==> src/rtl/data_memory_arbiter.sv <==
// data_memory_arbiter: fixed-priority, starvation-guarded two-port arbiter for a single-port data memory
module data_memory_arbiter #(
    parameter int STARVE_LIMIT = 4
) (
    input  logic        Clk,
    input  logic        Reset,
    input  logic        Req0,
    input  logic        We0,
    input  logic [31:0] Addr0,
    input  logic [31:0] Wdata0,
    output logic        Ack0,
    output logic        Err0,
    output logic [31:0] Rdata0,
    input  logic        Req1,
    input  logic        We1,
    input  logic [31:0] Addr1,
    input  logic [31:0] Wdata1,
    output logic        Ack1,
    output logic        Err1,
    output logic [31:0] Rdata1,
    output logic [31:0] MemAddress,
    output logic [31:0] MemWriteData,
    output logic        MemWrite,
    output logic        MemRead,
    input  logic [31:0] MemReadData,
    output logic        Busy,
    output logic        Grant
);
    typedef enum logic [1:0] {IDLE, ISSUE, RESP} state_t;
    localparam logic [3:0] LIMIT = 4'(STARVE_LIMIT);
    state_t state_q, state_d;
    logic grant_q, grant_d, we_q, we_d;
    logic [31:0] addr_q, addr_d, wdata_q, wdata_d;
    logic [31:0] rdata0_q, rdata0_d, rdata1_q, rdata1_d;
    logic [3:0] cnt_q, cnt_d;
    logic mis, pick1;
    logic [31:0] rd_val;
    always_comb begin
        mis = addr_q[1:0] != 2'b00;
        pick1 = Req1 && (!Req0 || cnt_q == LIMIT);
        rd_val = mis ? 32'd0 : MemReadData;
        state_d = state_q;
        grant_d = grant_q;
        we_d = we_q;
        addr_d = addr_q;
        wdata_d = wdata_q;
        rdata0_d = rdata0_q;
        rdata1_d = rdata1_q;
        cnt_d = cnt_q;
        if (state_q == IDLE) begin
            // a port-0 win over a waiting port 1 is the only case that grows the counter
            cnt_d = (Req1 && !pick1) ? cnt_q + 4'd1 : 4'd0;
            if (Req0 || Req1) begin
                state_d = ISSUE;
                grant_d = pick1;
                we_d = pick1 ? We1 : We0;
                addr_d = pick1 ? Addr1 : Addr0;
                wdata_d = pick1 ? Wdata1 : Wdata0;
            end
        end else if (state_q == ISSUE) begin
            state_d = RESP;
            if (mis || !we_q) begin
                rdata0_d = grant_q ? rdata0_q : rd_val;
                rdata1_d = grant_q ? rd_val : rdata1_q;
            end
        end else begin
            state_d = IDLE;
        end
    end
    always_ff @(posedge Clk) begin
        if (Reset) begin
            state_q <= IDLE;
            grant_q <= 1'b0;
            we_q <= 1'b0;
            addr_q <= 32'd0;
            wdata_q <= 32'd0;
            rdata0_q <= 32'd0;
            rdata1_q <= 32'd0;
            cnt_q <= 4'd0;
        end else begin
            state_q <= state_d;
            grant_q <= grant_d;
            we_q <= we_d;
            addr_q <= addr_d;
            wdata_q <= wdata_d;
            rdata0_q <= rdata0_d;
            rdata1_q <= rdata1_d;
            cnt_q <= cnt_d;
        end
    end
    assign MemAddress = addr_q;
    assign MemWriteData = wdata_q;
    assign MemWrite = state_q == ISSUE && we_q && !mis && !Reset;
    assign MemRead = state_q == ISSUE && !we_q && !mis;
    assign Ack0 = state_q == RESP && !grant_q;
    assign Ack1 = state_q == RESP && grant_q;
    assign Err0 = Ack0 && mis;
    assign Err1 = Ack1 && mis;
    assign Rdata0 = rdata0_q;
    assign Rdata1 = rdata1_q;
    assign Busy = state_q != IDLE;
    assign Grant = grant_q;
endmodule

==> config.mk <==
export PLATFORM = sky130hd
export DESIGN_NAME = data_memory_arbiter
export DESIGN_NICKNAME = d
export VERILOG_FILES = /design/src/rtl/data_memory_arbiter.sv
export SDC_FILE = /design/constraint.sdc
export NUM_CORES = 1
export LEC_CHECK = 0
export CAP_MARGIN = 20
export CORE_AREA = 3 3 123 125
export CTS_CLUSTER_SIZE = 12
export DETAILED_ROUTE_END_ITERATION = 10
export DIE_AREA = 0 0 126 128
export PLACE_DENSITY = 0.82
export RECOVER_POWER = 25
export SLEW_MARGIN = 20
export SYNTH_ARGS = -nofsm -noshare
export SYNTH_HDL_FRONTEND = slang
export SYNTH_SLANG_ARGS = --single-unit
==> constraint.sdc <==
create_clock -name Clk -period 4.5 [get_ports Clk]
set_input_delay 1.125 -clock Clk [delete_from_list [all_inputs] [get_ports Clk]]
set_output_delay 1.125 -clock Clk [all_outputs]
set_load 0.02 [all_outputs]
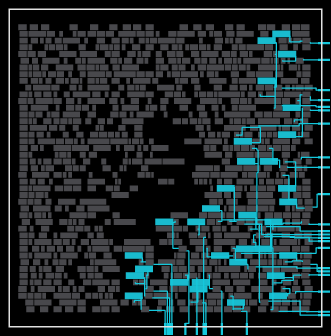
Fig. 1. Nets reached from selected ports.
- cyan: `Rdata0` (bits 32; direction output; end cells 32; buffers 32; wire 1,030 um)
io pins: 302
number of I/O port buffers: 301

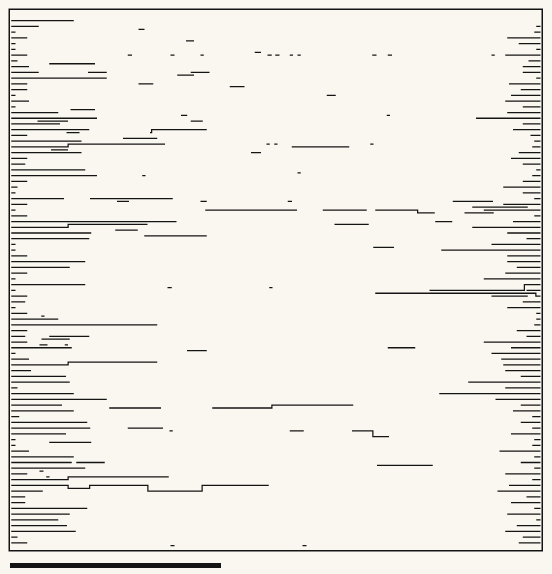
Fig. 2. Met3 routing.
The bar under the picture is 50 um long.
- longest straight run: 38.9 um
- share of all routed wire: 8.6%
- nets with wire on the layer: 218
- main direction: horizontal

==> job_summary.md <==
### Flow metrics

| Metric | Value |
|---|---|
| Status | finished with violations |
| Violated checks | capacitance limit, slew limit |
| Max-slew violations | 33 |
| Mapped Area | 6340 um^2 |
| YS warnings | 0 |
| Dominant combinational family | AND-OR/OR-AND gates |
| Worst reg-to-reg path cell count | 4 |
| Combinational fraction of design power | 0.214 |
| Worst rel slew slack | -0.182 |
| Most frequent cell after synthesis | dfxtp_1 |
| Critical Path Max Stage Delay | 1.21 ns |
| DP HPWL | 15.0 mm |
| Latest clock arrival within the worst-skew pair | 0.42 ns |
| Fin crit share | 0.762 |
| Most frequent logic cell in the layout | clkdlybuf4s50_1 |
| WP depth | 5 |
| Die ar. | 16,100 um^2 |
| CP Launch Point | Reset |
| GR Util All Layers | 0.263 |
| # rows | 43 |
| Place WS | 1.22 ns |
| H-Tree Depth | 4 |
| Global routing's busiest layer | met2 |
| Sequential share of power | 0.365 |
| Non-clock buffering overhead | 0.313 |
| Largest class | combinational gates |
| Drt drc | 0 |
| PostCTS Resize Cnt | 0 |
| CTS Buffer Depth | 2 |
| Routing usage on met3 | 0.0938 |
| CP required | approximately 4.7 ns |
| Unrepaired setup endpoints after global routing | no |
| Max_cap viols | 1 |
| Number of clock buffers in the layout | 19 |
| FMAX | 0.292 GHz |
| P_seq | between 0.001 and 0.0015 W |
| Flop area | 2720 um^2 |
| Std-Cell Core Area | 14,000 um^2 |
| Largest type area fraction | 0.429 |
| Routed via count | ~6,500 |
| TritonCTS buffer count | 17 |
| Via density | 5.71 |
| Cells after Synth | 687 |
| Logic share of the area | 0.321 |
| Worst Hold Class | register to register |
| CTS tree | done |
| Count of library flops with an enable pin | 0 |
| Largest net degree at the start of global routing | 74 |
| Net Count, Synth | 855 |
Power and IR drop assume default switching activity.
